`src/rtl/seq_pkg.sv`:
```
// Shared encodings and defaults for the serial feeder of the 1101 sequence detector.
package seq_pkg;

  typedef enum logic {
    S_IDLE  = 1'b0,
    S_SHIFT = 1'b1
  } state_e;

  localparam int   DEF_WIDTH    = 8;
  localparam logic DEF_IDLE_BIT = 1'b0;

endpackage

```
`src/rtl/ser_hold_reg.sv`:
```
// One-entry word buffer sitting in front of the shifter; load and unload never coincide.
module ser_hold_reg #(
  parameter int WIDTH = 8
) (
  input  logic             clk,
  input  logic             reset_n,
  input  logic             load,
  input  logic [WIDTH-1:0] load_data,
  input  logic             unload,
  output logic             full,
  output logic [WIDTH-1:0] data
);

  logic             full_q, full_d;
  logic [WIDTH-1:0] data_q, data_d;

  always_comb begin
    full_d = full_q;
    data_d = data_q;
    if (load) begin
      full_d = 1'b1;
      data_d = load_data;
    end else if (unload) begin
      full_d = 1'b0;
    end
  end

  always_ff @(posedge clk or negedge reset_n) begin
    if (!reset_n) begin
      full_q <= 1'b0;
      data_q <= '0;
    end else begin
      full_q <= full_d;
      data_q <= data_d;
    end
  end

  assign full = full_q;
  assign data = data_q;

endmodule

```
`src/rtl/seq_serializer.sv`:
```
// Parallel-to-serial feeder: one bit per clock, hold register lets words stream gap-free.
// First bit appears the cycle after acceptance; in_ready drops only while the hold register is full.
module seq_serializer
  import seq_pkg::*;
#(
  parameter int   WIDTH     = DEF_WIDTH,
  parameter bit   MSB_FIRST = 1'b1,
  parameter logic IDLE_BIT  = DEF_IDLE_BIT
) (
  input  logic             clk,
  input  logic             reset_n,
  input  logic [WIDTH-1:0] in_data,
  input  logic             in_valid,
  output logic             in_ready,
  input  logic             flush,
  output logic             ser_out,
  output logic             ser_valid,
  output logic             ser_sof,
  output logic             ser_eow,
  output logic             busy
);

  localparam int CW = $clog2(WIDTH + 1);
  localparam logic [CW-1:0] CNT_FULL = CW'(WIDTH);
  localparam logic [CW-1:0] CNT_ONE  = CW'(1);

  state_e           state_q, state_d;
  logic [CW-1:0]    cnt_q, cnt_d;
  logic [WIDTH-1:0] shreg_q, shreg_d;
  logic             ser_out_q, ser_out_d;
  logic             ser_valid_q, ser_valid_d;
  logic             ser_sof_q, ser_sof_d;
  logic             ser_eow_q, ser_eow_d;
  logic             busy_q, busy_d;

  logic             hold_full, hold_load, hold_unload;
  logic [WIDTH-1:0] hold_data;
  logic             accept, load_pt;

  ser_hold_reg #(.WIDTH(WIDTH)) u_hold (
    .clk       (clk),
    .reset_n   (reset_n),
    .load      (hold_load),
    .load_data (in_data),
    .unload    (hold_unload),
    .full      (hold_full),
    .data      (hold_data)
  );

  assign in_ready = !hold_full;
  assign accept   = in_valid && in_ready;
  assign load_pt  = (state_q == S_IDLE) || (cnt_q == CNT_ONE);

  always_comb begin
    state_d     = state_q;
    cnt_d       = cnt_q;
    shreg_d     = shreg_q;
    hold_load   = 1'b0;
    hold_unload = 1'b0;
    if (flush) begin
      cnt_d       = '0;
      state_d     = S_IDLE;
      hold_unload = 1'b1;
    end else if (load_pt && hold_full) begin
      shreg_d     = hold_data;
      hold_unload = 1'b1;
      cnt_d       = CNT_FULL;
      state_d     = S_SHIFT;
    end else if (load_pt && accept) begin
      shreg_d = in_data;
      cnt_d   = CNT_FULL;
      state_d = S_SHIFT;
    end else begin
      hold_load = accept;
      if (state_q == S_SHIFT) begin
        if (cnt_q > CNT_ONE) begin
          shreg_d = MSB_FIRST ? {shreg_q[WIDTH-2:0], 1'b0} : {1'b0, shreg_q[WIDTH-1:1]};
          cnt_d   = cnt_q - CNT_ONE;
        end else begin
          cnt_d   = '0;
          state_d = S_IDLE;
        end
      end
    end

    // Output flops are fed from next-state so they line up with the bit on the wire.
    ser_valid_d = (cnt_d != '0);
    ser_sof_d   = (cnt_d == CNT_FULL);
    ser_eow_d   = (cnt_d == CNT_ONE);
    ser_out_d   = ser_valid_d ? (MSB_FIRST ? shreg_d[WIDTH-1] : shreg_d[0]) : IDLE_BIT;
    busy_d      = ser_valid_d || hold_load || (hold_full && !hold_unload);
  end

  always_ff @(posedge clk or negedge reset_n) begin
    if (!reset_n) begin
      state_q     <= S_IDLE;
      cnt_q       <= '0;
      shreg_q     <= '0;
      ser_out_q   <= IDLE_BIT;
      ser_valid_q <= 1'b0;
      ser_sof_q   <= 1'b0;
      ser_eow_q   <= 1'b0;
      busy_q      <= 1'b0;
    end else begin
      state_q     <= state_d;
      cnt_q       <= cnt_d;
      shreg_q     <= shreg_d;
      ser_out_q   <= ser_out_d;
      ser_valid_q <= ser_valid_d;
      ser_sof_q   <= ser_sof_d;
      ser_eow_q   <= ser_eow_d;
      busy_q      <= busy_d;
    end
  end

  assign ser_out   = ser_out_q;
  assign ser_valid = ser_valid_q;
  assign ser_sof   = ser_sof_q;
  assign ser_eow   = ser_eow_q;
  assign busy      = busy_q;

endmodule

```
`config.mk`:
```
export PLATFORM = sky130hd
export DESIGN_NAME = seq_serializer
export DESIGN_NICKNAME = d
export VERILOG_FILES = /design/src/rtl/seq_pkg.sv /design/src/rtl/ser_hold_reg.sv /design/src/rtl/seq_serializer.sv
export SDC_FILE = /design/constraint.sdc
export NUM_CORES = 1
export LEC_CHECK = 0
export CAP_MARGIN = 5
export CORE_ASPECT_RATIO = 1.2
export CORE_MARGIN = 2
export CORE_UTILIZATION = 53
export DETAILED_ROUTE_END_ITERATION = 12
export GPL_TIMING_DRIVEN = 0
export PLACE_DENSITY_LB_ADDON = 0.12
export SETUP_SLACK_MARGIN = 0.3
export SYNTH_ARGS = -nofsm -noshare
export SYNTH_HDL_FRONTEND = slang
export SYNTH_SLANG_ARGS = --single-unit
```
`constraint.sdc`:
```
create_clock -name clk -period 2.3 [get_ports clk]
set_input_delay 0.345 -clock clk [delete_from_list [all_inputs] [get_ports clk]]
set_output_delay 0.345 -clock clk [all_outputs]
set_load 0.005 [all_outputs]
```
==> flow_metrics.py <==
# Flow results
metrics = {
    "logic_synthesis": {
        "yosys_most_used_dff": "dfrtp_1",
        "ys_sh_xor": 0,
        "yosys_warnings": 0,
        "synth-async-reset-ratio": 1.000,
        "logic_family": "AND-OR/OR-AND gates",
    },
    "placed_design": {
        "port-buffer-count": 16,
        "pre_cts_slack_ns": 0.3176,
        "dp.cells": 165,
        "gp_congestion": 0.8827,
    },
    "sta": {
        "worst_slack_ns": 0.3871,
        "relSlewSlack": 0.6379,
        "tns_ns": 0,
        "setup_viol": 0,
    },
    "setup_path": {
        "startpoint": "cnt_q[1]",
        "cp_num_buf_inv": 1,
        "crit_slowest_cell": "or3b_4",
        "path_class": "reg -> reg",
    },
    "status": {
        "outcome": "complete, no violations",
    },
    "run": {
        "tool_warnings": 28,
    },
    "die": {
        "fp-utilization": 0.5687,
        "num_rows": 19,
    },
    "detailed_routing": {
        "drc_errors": 0,
        "dr.pass1.iters": 4,
        "wl_per_cell_um": 14.65,
    },
    "finish": {
        "fin_util": 0.7121,
        "diodes": 0,
        "instances_no_fill": 175,
        "syn2layout_area_growth_pct": 25.21,
    },
    "clock_tree": {
        "hold_buffers": 0,
        "cts.path.max_buffers": 2,
        "clk_pin_slew_ns": 0.15,
        "clock_latency_ns": 0.32,
        "htree_num_levels": 1,
        "cts_tree": "done",
    },
    "global_routing": {
        "antenna_found_initial": 0,
        "overflow": 0,
        "grt_pass1_wl_um": 4243,
    },
    "power_and_ir_drop": {
        "pwr_density_cell_mw_per_mm2": 670.5,
        "p_leak_nw": 0.7086,
    },
}
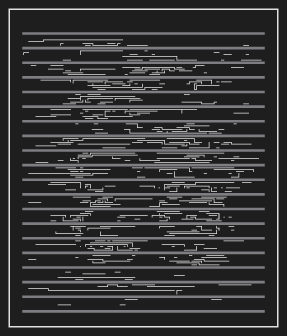
*Met1 routing*
Supply wires on this layer in grey.
main direction: horizontal
share of all routed wire: 41%
met1 usage: 0.2144
total wire length: 2564 um
via count: 1016

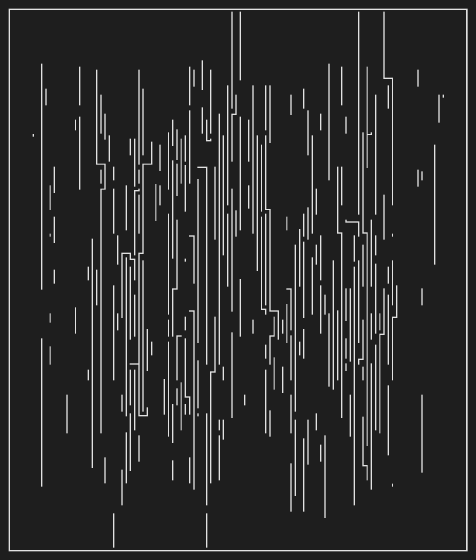
*Met2 routing*
longest straight run: 27.2 um
wire length on this layer: 1410 um
met2 usage: 0.3600

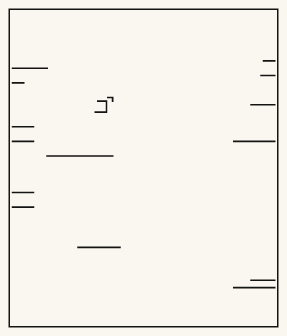
*Metal 3*
wire length on this layer: 80.0 um
main direction: horizontal
share of all routed wire: 3.1%
met3 usage: 0.02284

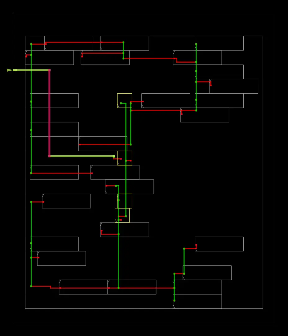
*Clock wiring as the flow saved it*
CTS sink cnt: 27
clk_skew: 0.01691 ns

